`config.mk`:
```
export PLATFORM = sky130hd
export DESIGN_NAME = armleocpu_ptw
export DESIGN_NICKNAME = d
export VERILOG_FILES = /design/src/rtl/armleocpu_ptw_pkg.sv /design/src/rtl/armleocpu_ptw.sv
export SDC_FILE = /design/constraint.sdc
export NUM_CORES = 1
export LEC_CHECK = 0
export CAP_MARGIN = 15
export CELL_PAD_IN_SITES_DETAIL_PLACEMENT = 1
export CELL_PAD_IN_SITES_GLOBAL_PLACEMENT = 1
export CORE_MARGIN = 1.5
export CORE_UTILIZATION = 28
export DETAILED_ROUTE_END_ITERATION = 6
export PLACE_DENSITY = 0.8
export RECOVER_POWER = 100
export SYNTH_ARGS = -nofsm -noshare
export SYNTH_HDL_FRONTEND = slang
export SYNTH_SLANG_ARGS = --single-unit
```
`constraint.sdc`:
```
create_clock -name clk -period 2.9 [get_ports clk]
set_clock_uncertainty 0.2 [all_clocks]
set_input_delay 0.435 -clock clk [delete_from_list [all_inputs] [get_ports clk]]
set_output_delay 0.435 -clock clk [all_outputs]
set_load 0.01 [all_outputs]
```
`src/rtl/armleocpu_ptw_pkg.sv`:
```
// ----------------------------------------------------------------------------
// armleocpu_ptw_pkg
//
// Shared definitions for the Sv32 page table walker and the TLB it feeds:
//   - ptw_state_t : walker state encoding (IDLE, L1, L0, DONE)
//   - tlb_cmd_t   : TLB command codes used by the MMU around the walker
//   - pte_t       : Sv32 page table entry field layout
//                   [31:20] PPN[1], [19:10] PPN[0], [9:8] RSW,
//                   [7] D, [6] A, [5] G, [4] U, [3] X, [2] W, [1] R, [0] V
//   - small PTE classification helpers shared by both walk levels
// ----------------------------------------------------------------------------
package armleocpu_ptw_pkg;

    typedef enum logic [1:0] {
        PTW_IDLE = 2'd0,
        PTW_L1   = 2'd1,
        PTW_L0   = 2'd2,
        PTW_DONE = 2'd3
    } ptw_state_t;

    typedef enum logic [1:0] {
        TLB_CMD_NONE       = 2'd0,
        TLB_CMD_RESOLVE    = 2'd1,
        TLB_CMD_NEW_ENTRY  = 2'd2,
        TLB_CMD_INVALIDATE = 2'd3
    } tlb_cmd_t;

    typedef struct packed {
        logic [11:0] ppn1;
        logic [9:0]  ppn0;
        logic [1:0]  rsw;
        logic        d;
        logic        a;
        logic        g;
        logic        u;
        logic        x;
        logic        w;
        logic        r;
        logic        v;
    } pte_t;

    // Invalid entry, or the reserved write-only encoding.
    function automatic logic pte_is_invalid(input pte_t pte);
        return !pte.v || (!pte.r && pte.w);
    endfunction

    // A valid entry with any of R/X set terminates the walk.
    function automatic logic pte_is_leaf(input pte_t pte);
        return pte.r || pte.x;
    endfunction

    // Megapage leaves must have PPN[0] clear.
    function automatic logic pte_megapage_misaligned(input pte_t pte);
        return pte.ppn0 != 10'd0;
    endfunction

endpackage

```
`src/rtl/armleocpu_ptw.sv`:
```
// ----------------------------------------------------------------------------
// armleocpu_ptw
//
// Sv32 two-level hardware page table walker. On a request in IDLE it reads
// the root-level PTE, then either finishes (megapage leaf / fault) or reads
// the leaf-level PTE, and reports the translation for TLB refill.
//
// Ports
//   clk, rst              : clock, synchronous active-high reset
//   resolve_request       : start a walk (only looked at in IDLE)
//   resolve_vpn[19:0]     : {vpn1, vpn0}, held by requester until done
//   satp_ppn[21:0]        : root page table PPN, held during the walk
//   resolve_done          : one-cycle pulse, results below valid
//   resolve_pagefault     : translation fault
//   resolve_accessfault   : bus error while reading a PTE
//   resolve_metadata[7:0] : leaf PTE[7:0] (V R W X U G A D)
//   resolve_ptag[21:0]    : physical page number of the translation
//   mem_req               : PTE read request, high in L1 and L0
//   mem_address[33:0]     : physical byte address of the PTE
//   mem_ack               : read response strobe
//   mem_readdata[31:0]    : PTE read data
//   mem_error             : bus error for the read being acknowledged
// ----------------------------------------------------------------------------
module armleocpu_ptw
    import armleocpu_ptw_pkg::*;
(
    input  logic        clk,
    input  logic        rst,

    input  logic        resolve_request,
    input  logic [19:0] resolve_vpn,
    input  logic [21:0] satp_ppn,

    output logic        resolve_done,
    output logic        resolve_pagefault,
    output logic        resolve_accessfault,
    output logic [7:0]  resolve_metadata,
    output logic [21:0] resolve_ptag,

    output logic        mem_req,
    output logic [33:0] mem_address,
    input  logic        mem_ack,
    input  logic [31:0] mem_readdata,
    input  logic        mem_error
);

    ptw_state_t  state;
    logic [21:0] table_ppn;     // next-level table PPN latched from the L1 pointer

    logic [9:0]  vpn1;
    logic [9:0]  vpn0;
    pte_t        pte;
    logic [7:0]  pte_metadata;
    logic        unused_rsw;

    assign vpn1 = resolve_vpn[19:10];
    assign vpn0 = resolve_vpn[9:0];
    assign pte  = pte_t'(mem_readdata);

    assign pte_metadata = {pte.d, pte.a, pte.g, pte.u, pte.x, pte.w, pte.r, pte.v};

    // RSW bits are software-owned and carry no meaning for translation.
    assign unused_rsw = ^pte.rsw;

    // Request and address are pure decodes of state; both stay stable while
    // waiting for the ack because the requester holds vpn/satp steady.
    always_comb begin
        mem_req     = 1'b0;
        mem_address = {satp_ppn, vpn1, 2'b00};
        case (state)
            PTW_L1: begin
                mem_req     = 1'b1;
                mem_address = {satp_ppn, vpn1, 2'b00};
            end
            PTW_L0: begin
                mem_req     = 1'b1;
                mem_address = {table_ppn, vpn0, 2'b00};
            end
            default: begin
                mem_req     = 1'b0;
                mem_address = {satp_ppn, vpn1, 2'b00};
            end
        endcase
    end

    always_ff @(posedge clk) begin
        if (rst) begin
            state               <= PTW_IDLE;
            resolve_done        <= 1'b0;
            resolve_pagefault   <= 1'b0;
            resolve_accessfault <= 1'b0;
            resolve_metadata    <= 8'd0;
            resolve_ptag        <= 22'd0;
            table_ppn           <= 22'd0;
        end else begin
            // resolve_done only rises on the edge that enters DONE.
            resolve_done <= 1'b0;
            case (state)
                PTW_IDLE: begin
                    if (resolve_request) begin
                        state <= PTW_L1;
                    end
                end

                PTW_L1: begin
                    if (mem_ack) begin
                        if (mem_error) begin
                            state               <= PTW_DONE;
                            resolve_done        <= 1'b1;
                            resolve_accessfault <= 1'b1;
                            resolve_pagefault   <= 1'b0;
                        end else if (pte_is_invalid(pte) ||
                                     (pte_is_leaf(pte) && pte_megapage_misaligned(pte))) begin
                            state               <= PTW_DONE;
                            resolve_done        <= 1'b1;
                            resolve_accessfault <= 1'b0;
                            resolve_pagefault   <= 1'b1;
                        end else if (pte_is_leaf(pte)) begin
                            // Megapage: the low tag bits come from the virtual address.
                            state               <= PTW_DONE;
                            resolve_done        <= 1'b1;
                            resolve_accessfault <= 1'b0;
                            resolve_pagefault   <= 1'b0;
                            resolve_metadata    <= pte_metadata;
                            resolve_ptag        <= {pte.ppn1, vpn0};
                        end else begin
                            state     <= PTW_L0;
                            table_ppn <= {pte.ppn1, pte.ppn0};
                        end
                    end
                end

                PTW_L0: begin
                    if (mem_ack) begin
                        state        <= PTW_DONE;
                        resolve_done <= 1'b1;
                        if (mem_error) begin
                            resolve_accessfault <= 1'b1;
                            resolve_pagefault   <= 1'b0;
                        end else if (pte_is_invalid(pte) || !pte_is_leaf(pte)) begin
                            // A pointer at the last level has nowhere to go.
                            resolve_accessfault <= 1'b0;
                            resolve_pagefault   <= 1'b1;
                        end else begin
                            resolve_accessfault <= 1'b0;
                            resolve_pagefault   <= 1'b0;
                            resolve_metadata    <= pte_metadata;
                            resolve_ptag        <= {pte.ppn1, pte.ppn0};
                        end
                    end
                end

                PTW_DONE: begin
                    state <= PTW_IDLE;
                end

                default: begin
                    state <= PTW_IDLE;
                end
            endcase
        end
    end

endmodule
```
A small window of the routed layout:
Region (67, 16) to (87, 36) um. Cells in grey, sequential cells in the stronger grey; small squares are vias.
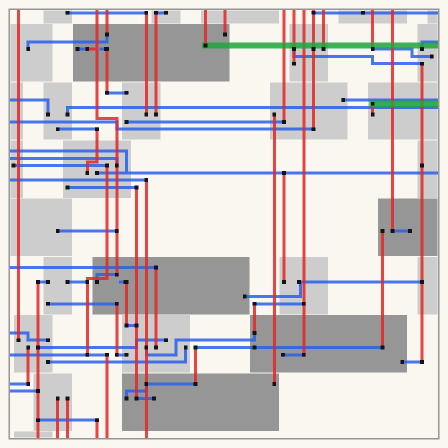
colour	layer
green	metal 3
red	metal 2
blue	metal 1
sequential cells in the window	4
most frequent	dfxtp_1 (4), a21oi_1 (3), nor2_1 (2)
cells with their middle in the window	17

Wiring by layer:
Drawn at 4 px/um.
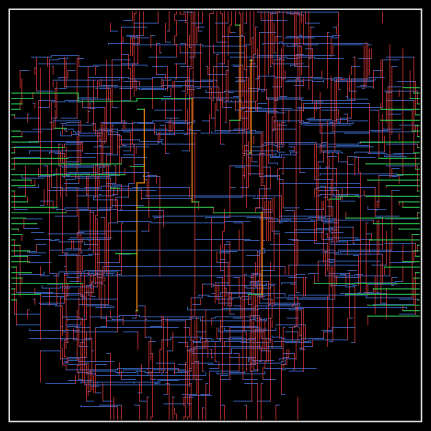
colour	layer	wire length
red	metal 2	4,810 um
orange	metal 4	145 um
green	metal 3	600 um
blue	metal 1	4,300 um
Overall Global Routing Usage: 0.185
vias after detailed routing: 2,940

Signal wires on met4:
Drawn at 4 px/um.
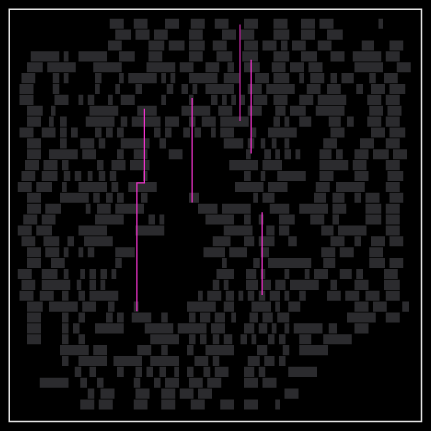
nets with wire on the layer	4
main direction	vertical
wire length on this layer	145 um
Total Routed Length: 9.86 mm

==> flow_results.xml <==
<?xml version="1.0" encoding="UTF-8"?>
<metrics>
  <group name="status">
    <metric name="status" unit="">completed</metric>
  </group>
  <group name="worst_setup_path">
    <metric name="worst_setup_path_start_kind" unit="">flop</metric>
    <metric name="endpoint_kind" unit="">primary output</metric>
    <metric name="worstReg2RegStart" unit="">state[1]$_SDFFE_PP0P_</metric>
    <metric name="cell_with_the_largest_stage_delay_on_the_worst_path" unit="">clkdlybuf4s50_1</metric>
    <metric name="critPathLaunch" unit="">state[0]$_SDFFE_PP0P_</metric>
    <metric name="reg2reg_setup_slack" unit="ns">0.54</metric>
    <metric name="kind_of_critical_path" unit="">flop to primary output</metric>
    <metric name="worstReg2RegEnd" unit="">resolve_metadata[3]$_SDFFE_PP0P_</metric>
  </group>
  <group name="placement">
    <metric name="port_buffers" unit="">142</metric>
    <metric name="pre_cts_slack" unit="ns">0.0909</metric>
    <metric name="place_hpwl" unit="mm">7.33</metric>
    <metric name="detailed_place.area" unit="sq um">4370</metric>
  </group>
  <group name="cells_and_area">
    <metric name="drive_above_1_share" unit="">0.133</metric>
    <metric name="area_share_nonclk_buffers" unit="">0.336</metric>
    <metric name="post-route-cell-area" unit="sq um">4540</metric>
    <metric name="antennaDiodeCount" unit="">0</metric>
    <metric name="finish.utilization" unit="">0.466</metric>
    <metric name="area_dominant_class" unit="">non-clock buffers</metric>
    <metric name="layout.clock.cell_area_share" unit="">0.0430</metric>
    <metric name="clock_buffers" unit="">11</metric>
    <metric name="area.sequential" unit="sq um">1140</metric>
    <metric name="comb.multi_input.count" unit="">233</metric>
  </group>
  <group name="yosys">
    <metric name="synth_top_cell_by_count" unit="">dfxtp_1</metric>
    <metric name="edf_count" unit="">0</metric>
    <metric name="syn-mean-instance-area" unit="sq um">8.67</metric>
    <metric name="compound_area_frac" unit="">0.204</metric>
    <metric name="synthTopCellsByCount" unit="">dfxtp_1 (57), a21oi_1 (55), nand2_1 (45)</metric>
    <metric name="synth_async_sr_flop_share" unit="">0</metric>
    <metric name="synth.ff_latch_count" unit="">57</metric>
    <metric name="simple_gate_area_frac" unit="">0.148</metric>
    <metric name="number_of_distinct_library_cells_after_synthesis" unit="">36</metric>
  </group>
  <group name="timing">
    <metric name="final.setup.worst_slack" unit="ns">0.155</metric>
    <metric name="finalSetupViolCount" unit="">0</metric>
  </group>
  <group name="floorplan">
    <metric name="core.rowCount" unit="">36</metric>
    <metric name="tapCellCount" unit="">133</metric>
    <metric name="die_width" unit="um">103</metric>
  </group>
  <group name="cts">
    <metric name="number_of_post_cts_setup_repair_buffers" unit="">0</metric>
    <metric name="ctsLongestPathBuffers" unit="">2</metric>
    <metric name="cts_sinks" unit="">57</metric>
    <metric name="clock.latency.late_pin" unit="ns">0.33</metric>
    <metric name="cts_root_buffer" unit="">clkbuf_8</metric>
  </group>
  <group name="global_routing">
    <metric name="first_pass_grt_wire_length" unit="mm">14.9</metric>
    <metric name="grt_met2_use" unit="">0.319</metric>
    <metric name="vias_in_the_first_global_route" unit="">3000</metric>
    <metric name="use_met1" unit="">0.225</metric>
  </group>
  <group name="routing">
    <metric name="drc" unit="">0</metric>
    <metric name="postRouteAntennaNets" unit="">0</metric>
    <metric name="routed_wire_length_per_instance" unit="um">16.5</metric>
  </group>
  <group name="min_path">
    <metric name="min_path_type" unit="">flop to flop</metric>
  </group>
  <group name="power_and_ir_drop">
    <metric name="power_frac_seq" unit="">0.301</metric>
    <metric name="total_power" unit="W">0.00281</metric>
  </group>
</metrics>
